## src/rtl/mux4_rr_arbiter.sv

```systemverilog
// mux4_rr_arbiter: round-robin owner of a shared 4:1 W-bit mux, bounded hold.
// Ports: clk, rst_n, req[3:0], I0..I3[W-1:0] in; gnt[3:0], s[1:0], o[W-1:0], valid out.
module mux4_rr_arbiter #(
    parameter int W        = 4,
    parameter int MAX_HOLD = 4
) (
    input  logic         clk,
    input  logic         rst_n,
    input  logic [3:0]   req,
    input  logic [W-1:0] I0,
    input  logic [W-1:0] I1,
    input  logic [W-1:0] I2,
    input  logic [W-1:0] I3,
    output logic [3:0]   gnt,
    output logic [1:0]   s,
    output logic [W-1:0] o,
    output logic         valid
);

    localparam int HCW = (MAX_HOLD > 1) ? $clog2(MAX_HOLD) : 1;
    localparam logic [HCW-1:0] HOLD_LAST = HCW'(MAX_HOLD - 1);

    logic           busy_q, busy_d;
    logic [1:0]     last_q, last_d;
    logic [HCW-1:0] hold_cnt_q, hold_cnt_d;
    logic [3:0]     gnt_q, gnt_d;
    logic [1:0]     s_q, s_d;
    logic [W-1:0]   o_q, o_d;
    logic           valid_q, valid_d;

    logic           arb;
    logic           win_found;
    logic [1:0]     win_idx;
    logic [1:0]     cand;
    logic [W-1:0]   sel_word;

    // Re-arbitrate when idle, when the owner let go, or on timeout.
    assign arb = !busy_q || !req[s_q] || (hold_cnt_q == HOLD_LAST);

    // Rotating search starting just after the most recent winner,
    // so the previous owner is considered last.
    always_comb begin
        win_found = 1'b0;
        win_idx   = last_q;
        cand      = last_q;
        for (int k = 1; k <= 4; k++) begin
            cand = last_q + 2'(k);
            if (!win_found && req[cand]) begin
                win_found = 1'b1;
                win_idx   = cand;
            end
        end
    end

    always_comb begin
        busy_d     = busy_q;
        last_d     = last_q;
        hold_cnt_d = hold_cnt_q;
        gnt_d      = gnt_q;
        s_d        = s_q;
        if (arb) begin
            hold_cnt_d = '0;
            if (win_found) begin
                busy_d = 1'b1;
                s_d    = win_idx;
                last_d = win_idx;
                gnt_d  = 4'b0001 << win_idx;
            end else begin
                // s keeps its last value while idle.
                busy_d = 1'b0;
                gnt_d  = 4'b0000;
            end
        end else begin
            hold_cnt_d = hold_cnt_q + HCW'(1);
        end
    end

    always_comb begin
        sel_word = '0;
        unique case (s_d)
            2'd0: sel_word = I0;
            2'd1: sel_word = I1;
            2'd2: sel_word = I2;
            2'd3: sel_word = I3;
            default: sel_word = '0;
        endcase
    end

    // Data and valid are taken from the next-state owner so that
    // o, gnt and valid all move on the same edge.
    always_comb begin
        valid_d = busy_d;
        o_d     = busy_d ? sel_word : '0;
    end

    always_ff @(posedge clk or negedge rst_n) begin
        if (!rst_n) begin
            busy_q     <= 1'b0;
            last_q     <= 2'd3;
            hold_cnt_q <= '0;
            gnt_q      <= 4'b0000;
            s_q        <= 2'd0;
            o_q        <= '0;
            valid_q    <= 1'b0;
        end else begin
            busy_q     <= busy_d;
            last_q     <= last_d;
            hold_cnt_q <= hold_cnt_d;
            gnt_q      <= gnt_d;
            s_q        <= s_d;
            o_q        <= o_d;
            valid_q    <= valid_d;
        end
    end

    assign gnt   = gnt_q;
    assign s     = s_q;
    assign o     = o_q;
    assign valid = valid_q;

endmodule

```

## config.mk

```make
export PLATFORM = sky130hd
export DESIGN_NAME = mux4_rr_arbiter
export DESIGN_NICKNAME = d
export VERILOG_FILES = /design/src/rtl/mux4_rr_arbiter.sv
export SDC_FILE = /design/constraint.sdc
export NUM_CORES = 1
export LEC_CHECK = 0
export CAP_MARGIN = 20
export CORE_MARGIN = 5
export CORE_UTILIZATION = 44
export DETAILED_ROUTE_END_ITERATION = 12
export PLACE_DENSITY_LB_ADDON = 0.25
export SLEW_MARGIN = 20
export SYNTH_ARGS = -nofsm -noshare
export SYNTH_HDL_FRONTEND = slang
export SYNTH_SLANG_ARGS = --single-unit
```

## constraint.sdc

```tcl
create_clock -name clk -period 2.3 [get_ports clk]
set_input_delay 0.46 -clock clk [delete_from_list [all_inputs] [get_ports clk]]
set_output_delay 0.46 -clock clk [all_outputs]
set_load 0.02 [all_outputs]
```

**Run 1: metal 2**

Cells faint in the background.
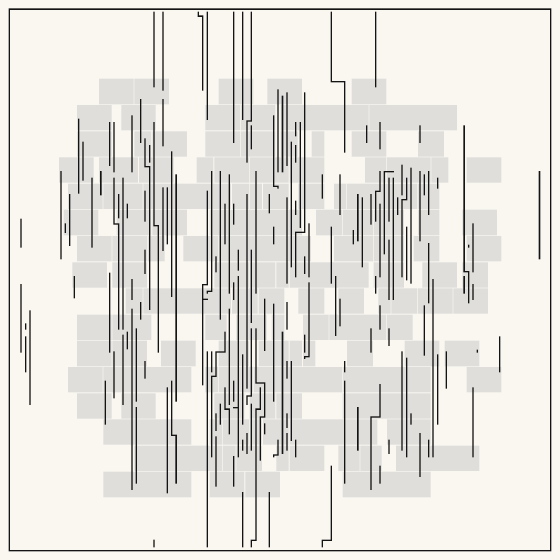
The layer carries 1130 um of wire. 134 nets have wire on it. The layer holds 51% of the routed length. The longest straight run is 23.5 um.

**Run 1: placed standard cells**

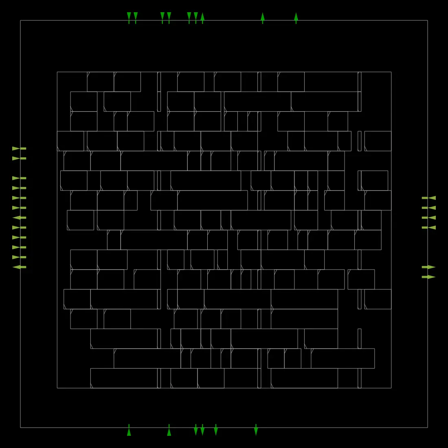
TAP cells: 27
Fill cells: 163
Seq area share: 27.0%

**Run 1: wires at chosen ports, followed through buffers**

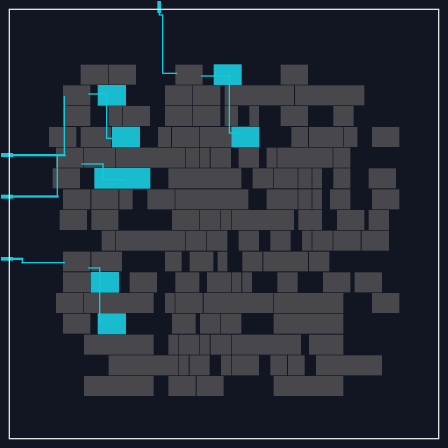
Cyan marks I2, bits 4, direction input, edge 3 west, 1 north, end cells 8, buffers 4, wire 80.8 um.

**Run 1: cell classes on the final placement**

Fill, decap, tap and diode cells in grey.
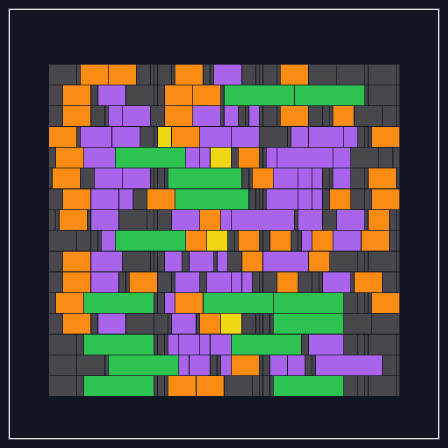
Green marks sequential cells, cells 15. Orange marks remaining buffers and delay cells, cells 46. Yellow marks clock drivers and dummy loads, cells 4. Purple marks combinational and other logic, cells 65.

==> impl_metrics.toml, run 1 <==
# yosys + openroad results
[status]
status = "finished clean"

[synthesis]
yosysWarnings = 0
top_area_share_pct = 34.9
netlist_instances = 83
edf_count = 0
synth_nets = 106

[clocking]
clock_latency_ps = 280
clock_sinks = 15
cts_tree = "done"

[final_layout]
fin_nets = 154
flop_area_um2 = 378

[flow_run]
tool_warnings = 26

[power_and_ir_drop]
p_leak_uw = 0.000630
p_per_area_nw_per_um2 = 1280

[floorplan]
die-area_um2 = 3140

[drt]
vias = 811

[grt]
grt_pass1_vias = 908
antenna_found_initial = 0

[timing]
fmax_mhz = 480
tightest_slew_ps = 648
drv_slew = 0

[placed_design]
portBuffers = 32

[critical_path]
cp-start-kind = "primary input"
-- run 1: worst paths after layout --
check	start	end
worst max register to register	hold_cnt_q[0]$_DFF_PN0_	o[2]$_DFF_PN0_
worst min-delay path	hold_cnt_q[0]$_DFF_PN0_	hold_cnt_q[0]$_DFF_PN0_
worst min register to register	hold_cnt_q[0]$_DFF_PN0_	hold_cnt_q[0]$_DFF_PN0_
min in group asynchronous	rst_n	gnt[2]$_DFFE_PN0N_
worst max-delay path	req[0]	o[2]$_DFF_PN0_
max in group asynchronous	rst_n	o[1]$_DFF_PN0_
-- run 1: placed cells by master (no fill, tap or decap), types with 2 or more instances in the layout --
master / n
o31ai_1: 2
buf_4: 14
dfrtp_1: 13
a221o_2: 4
dfstp_2: 2
nand2_1: 6
mux2i_1: 15
o21ai_1: 4
nand2b_1: 3
a21oi_1: 3
inv_1: 6
o41ai_1: 2
clkdlybuf4s50_1: 32
nor2_1: 3
clkbuf_4: 3
-- run 1: where the power goes --
part | switching [uW] | internal (uW) | total (uW)
Clock | 81.4 | 64.4 | 146
Sequential | 79.7 | 395 | 474
Combinational | 560 | 613 | 1170
-- run 1: cells in the mapped netlist (all sizes together) (2+ instances only) --
master and count:
mux2i 16, o31ai 2, nor2 3, a221o 4, o21ai 5, nand2b 3, a21oi 3, buf 2
o41ai 2, dfrtp 13, dfstp 2, nand2 6, inv 6
-- run 1: sequential cells by signal (all words and copies together) (netlist names) --
register,cells
s,2
gnt,4
last_q,2
valid,1
hold_cnt_q,2
o,4
-- run 1: per-layer routing --
metal / part of all wire (%) / vias up / GRT usage (%)
met5: 0 / - / 0
met4: 1.3 / 0 / 7.46
met3: 4.9 / 4 / 3.71
met2: 51 / 22 / 26.0
met1: 42 / 378 / 18.9
li1: - / 407 / -
-- run 1: cell families after synthesis --
family | share of synthesized area, %
flip-flops | 40.5
AND-OR/OR-AND | 19.3
AND/OR/NAND/NOR | 14.3
multiplexers | 19.7
buffers and inverters | 4.83
adder cells (fa/ha/maj) | 1.34
-- run 1: worst max-delay path, cell delays in order --
cell and delay (ps):
clkdlybuf4s50_1 560, inv_1 60, a22o_1 240, a211o_1 350
mux2i_4 270, mux2i_1 220, o21ai_1 80
-- run 1: stage by stage --
stage / std cells / setup TNS (ps) / hold slack [ps] / power, uW
2_1_floorplan: 83 / 0 / 164 / 1210
3_3_place_gp: 153 / -37.9 / 422 / 1630
3_5_place_dp: 153 / -266 / 432 / 1660
4_1_cts: 157 / 0 / 444 / 1810
5_1_grt: 157 / 0 / 470 / 1930
6_report: 157 / 0 / 435 / 1790
-- run 1: cell type report --
type	instances	area share (%)
Inverter	6	1.61
Clock buffer	3	1.61
Sequential cell	15	27.0
Multi-Input combinational cell	59	36.5
Tap cell	27	2.42
Timing Repair Buffer	46	30.4
Clock inverter	1	0.358
**Run 1: metal 3**

Bar = 20 um.
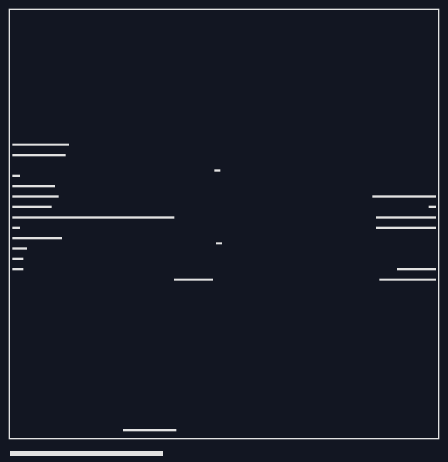

==> inputs of run 2 (changes only) <==
--- a/config.mk
+++ b/config.mk
@@ -6,6 +6,7 @@
 export NUM_CORES = 1
 export LEC_CHECK = 0
 export CAP_MARGIN = 20
+export CORE_ASPECT_RATIO = 0.75
 export CORE_MARGIN = 5
 export CORE_UTILIZATION = 44
 export DETAILED_ROUTE_END_ITERATION = 12
**Run 2: metal 3**

Bar = 20 um.
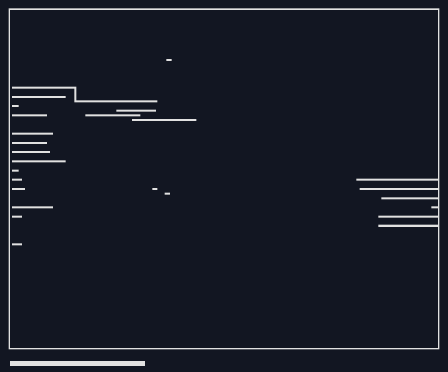
24 nets have wire on it. The longest straight run is 12.0 um. The wires run mostly horizontal. The layer carries 143 um of wire. The layer holds 6.0% of the routed length.

**Run 2: cell classes on the final placement**

Fill, decap, tap and diode cells in grey.
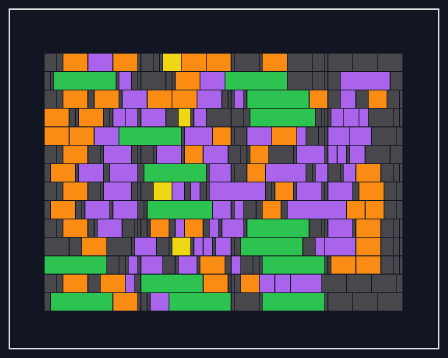
Green marks sequential cells, cells 15. Purple marks combinational and other logic, cells 65. Orange marks remaining buffers and delay cells, cells 45. Yellow marks clock drivers and dummy loads, cells 4.

==> run 2 against run 1 <==
- worst hold slack gained 5.8 ps
- sequential share of layout area grew 0.22 points
- cell area shrank 0.81%
- critical path depth grew 2
- global-route usage grew 0.32 points
- synthesized cell count is the same
- final cell count shrank 2.5%
- critical path type unchanged
==> impl_metrics.toml, run 2 <==
# yosys + openroad results
[power_and_ir_drop]
finalPower_uw = 1800
power_switching_uw = 732
clockPowerShare_pct = 8.6
p_leak_uw = 0.000625
switching_share_pct = 40.6
p_int_uw = 1070
p_seq_share_pct = 26.5
combPwrFrac_pct = 64.9

[status]
status = "finished clean"

[final_layout]
final_cell_mix = "clkdlybuf4s50_1, mux2i_1, dfrtp_1, buf_4"
layout.cells.most_common = "clkdlybuf4s50_1"
fin_nets = 153
stdcell_count = 153

[critical_path]
r2r_end = "o[3]$_DFF_PN0_"
cp-start-kind = "primary input"
cpMaxStageDelayCell = "clkdlybuf4s50_1"
reg2reg_from = "last_q[0]$_DFFE_PN1P_"
cp_common_cell = "buf_4"
crit_cells = 9
cp_top_family = "buffers and inverters"
crit_start = "req[3]"
max_stage_delay_ps = 580
crit_end = "o[0]$_DFF_PN0_"

[synthesis]
common_cells = "mux2i_1, dfrtp_1, inv_1, nand2_1"
most_common_cell = "mux2i_1"
netlist_instances = 83
edf_count = 0
synth_nets = 106
netlist_area_um2 = 933
yosysWarnings = 0
top_area_share_pct = 34.9

[grt]
grt_pass1_vias = 914

[drt]
vias = 841

[clocking]
clock_latency_ps = 280
cts_tree = "done"

[timing]
tightest_slew_ps = 670
fmax_mhz = 466
drv_slew = 0

[placed_design]
portBuffers = 32
numPlacedInstances = 149
placed_area_um2 = 1360

[floorplan]
die-area_um2 = 3150

[flow_run]
tool_warnings = 26
==> run 2: cell counts after synthesis <==
No cell type changed its count.
==> run 2: area by class of cell <==
class,count,area [um^2]
Clock inverter,1,5.00
Fill cell,175,628
Tap cell,24,30.0
Inverter,6,22.5
Multi-Input combinational cell,59,510
Sequential cell,15,378
Clock buffer,3,22.5
Timing Repair Buffer,45,418
==> run 2: worst min-delay path by stage <==
stage,from,endpoint,slack (ps),cells past startpoint
after floorplan,rst_n,gnt[0]$_DFFE_PN0N_,160,0
after global placement,hold_cnt_q[0]$_DFF_PN0_,hold_cnt_q[0]$_DFF_PN0_,420,1
after detailed placement,hold_cnt_q[0]$_DFF_PN0_,hold_cnt_q[0]$_DFF_PN0_,430,1
after CTS,hold_cnt_q[0]$_DFF_PN0_,hold_cnt_q[0]$_DFF_PN0_,440,1
after global routing,hold_cnt_q[0]$_DFF_PN0_,hold_cnt_q[0]$_DFF_PN0_,450,1
final,hold_cnt_q[0]$_DFF_PN0_,hold_cnt_q[0]$_DFF_PN0_,440,1
==> run 2: through the flow <==
| stage | hold WS, ps | utilization [%] | setup WS (ps) | setup TNS, ps |
|---|---|---|---|---|
| floorplan | 164 | - | 167 | 0 |
| global placement | 422 | 67.5 | -87.8 | -303 |
| detailed placement | 427 | 67.5 | -130 | -494 |
| CTS | 440 | 68.8 | 177 | 0 |
| global route | 453 | 68.8 | 61.9 | 0 |
| finish | 441 | 68.8 | 153 | 0 |
==> run 2: worst register-to-register path, stage by stage (launching register included) <==
cell	delay (ps)
dfstp_2	570
inv_1	60
a22o_1	270
a211o_1	370
mux2i_4	270
mux2i_1	240
o21ai_1	80
==> run 2: power by group through the flow <==
stage               combinational, uW  clock (uW)  sequential [uW]
floorplan                         649           0              565
global placement                 1150           0              479
detailed placement               1170           0              482
CTS                              1180         158              480
global route                     1260         174              492
finish                           1170         155              478
==> run 2: kinds of logic (layout without fill, tap and decap cells) <==
logic type               Yosys count  count (layout)  share of synthesized area, %
AND-OR/OR-AND                     22              22                          19.3
adder cells (fa/ha/maj)            1               1                          1.34
buffers and inverters              9              55                          4.83
flip-flops                        15              15                          40.5
multiplexers                      17              17                          19.7
AND/OR/NAND/NOR                   19              19                          14.3
==> run 2: routing by layer <==
| layer | vias up | share of wire, % | global-route usage, % |
|---|---|---|---|
| met5 | - | 0 | 0 |
| met4 | 0 | 1.3 | 6.57 |
| met3 | 4 | 6.0 | 3.86 |
| met2 | 28 | 48 | 26.3 |
| met1 | 403 | 45 | 20.0 |
| li1 | 406 | - | - |
**Run 2: metal 2**

Cells faint in the background.
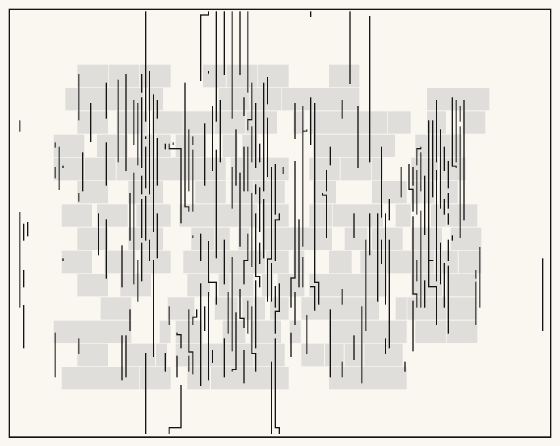

==> inputs of run 3 (changes only) <==
--- a/config.mk
+++ b/config.mk
@@ -8,7 +8,7 @@
 export CAP_MARGIN = 20
 export CORE_ASPECT_RATIO = 0.75
 export CORE_MARGIN = 5
-export CORE_UTILIZATION = 44
+export CORE_UTILIZATION = 39
 export DETAILED_ROUTE_END_ITERATION = 12
 export PLACE_DENSITY_LB_ADDON = 0.25
 export SLEW_MARGIN = 20
**Run 3: metal 2**

Cells faint in the background.
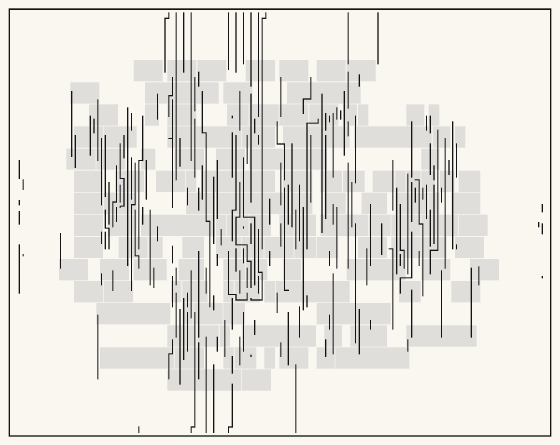
The longest straight run is 28.4 um. 144 nets have wire on it.

==> run 3 against run 2 <==
- combinational power barely moved
- final cell count rose by 7.2%
- non-clock buffer count is 1 higher
- critical path type unchanged
- wire length decreased by 1.3%
- register-to-register slack barely moved
- cell area is 1.4% higher
- first-iteration DRC count shrank 26%
- fmax up 0.41%
- sequential share of layout area decreased by 0.36 points
- flip-flop count unchanged
- clock-buffer cell count increased by 1
==> impl_metrics.toml, run 3 <==
# yosys + openroad results
[status]
status = "finished clean"

[drt]
highest-signal-layer = "met4"
wl_met3_um = 59
wl_met1_um = 1120
wl_met2_um = 1140

[timing]
drv_slew = 0
tightest_slew_ps = 680
whs_ps = 441
fmax_mhz = 468
final.setup.tns_ps = 0
setup_ws_ps = 162

[clocking]
clock_sinks = 15
cts_tree = "done"
post_cts_buffers = 0
clock_latency_ps = 280
clk_pin_slew_ps = 90

[final_layout]
layout.cells.most_common = "clkdlybuf4s50_1"
final_cell_mix = "clkdlybuf4s50_1, mux2i_1, buf_4, dfrtp_1"
fin_nets = 154
stdcell_count = 164

[placed_design]
portBuffers = 32
numPlacedInstances = 160
dpl_worst_slack_ps = -106
gp_congestion = 0.762

[synthesis]
edf_count = 0
common_cells = "mux2i_1, dfrtp_1, inv_1, nand2_1"
netlist_instances = 83
yosys_area_um2 = 933
top_area_share_pct = 34.9
most_common_cell = "mux2i_1"

[critical_path]
reg2reg_from = "hold_cnt_q[0]$_DFF_PN0_"
cp-start-kind = "primary input"
r2r_end = "o[3]$_DFF_PN0_"
criticalPathCategory = "primary input to flop"

[flow_run]
tool_warnings = 26

[worst_hold_path]
min_from = "hold_cnt_q[0]$_DFF_PN0_"
hold_depth = 1

[power_and_ir_drop]
p_leak_uw = 0.000627
finalPower_uw = 1810
p_per_area_nw_per_um2 = 1290

[floorplan]
die-area_um2 = 3480
**Run 3: placed standard cells**

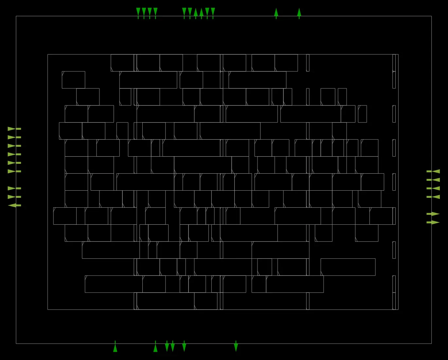
flop count: 15
TAP cells: 34
# rows: 15

run 3: cell counts after synthesis:
Identical to the previous run, type by type.
run 3: final cells by class:
| class | count | area (um^2) | share of cell area, % |
|---|---|---|---|
| inverters | 6 | 22.5 | 1.60 |
| clock buffers | 4 | 26.3 | 1.87 |
| repair buffers | 46 | 425 | 30.3 |
| well taps | 34 | 42.5 | 3.03 |
| multi-input cells | 59 | 510 | 36.3 |
| flip-flops and latches | 15 | 378 | 26.9 |
run 3: critical path: stages:
cell	delay, ps
clkdlybuf4s50_1	560
mux2i_1	100
nor4bb_1	270
buf_4	170
buf_4	140
inv_1	70
o31a_1	160
a221o_2	320
o21ai_1	100
run 3: through the flow:
stage / utilization (%) / cell area (um^2)
floorplan: - / 933
global placement: 60.2 / 1380
detailed placement: 60.2 / 1380
CTS: 61.4 / 1410
global route: 61.4 / 1410
finish: 61.4 / 1410
run 3: worst max path at each step:
stage / from / to / slack [ps]
3_5_place_dp: req[3] / o[3]$_DFF_PN0_ / -110
5_1_grt: req[3] / o[3]$_DFF_PN0_ / 60
4_1_cts: req[3] / o[3]$_DFF_PN0_ / 190
3_3_place_gp: req[3] / o[0]$_DFF_PN0_ / -80
6_report: req[3] / o[3]$_DFF_PN0_ / 160
2_1_floorplan: s[0]$_DFF_PN0_ / o[0]$_DFF_PN0_ / 170
run 3: cell families (layout without fill, tap and decap cells):
kind of cell    count (synthesis)  count (layout)  synth area share (%)
compound gates                 22              22                  19.3
simple gates                   19              19                  14.3
fa+ha+maj                       1               1                  1.34
flops                          15              15                  40.5
buf+inv                         9              56                  4.83
mux                            17              17                  19.7
run 3: metal layers:
layer	up-vias	GRT usage [%]
met3	5	1.93
li1	404	-
met4	0	7.09
met5	-	0
met1	408	21.3
met2	20	26.0
run 3: power breakdown:
group,internal (uW),switching [uW],leakage (uW)
registers,394,83.0,0.000179
clock network,67.4,83.7,0.0000150
logic,613,569,0.000433
total,1070,735,0.000627
Power is estimated from default activity; no workload was simulated.
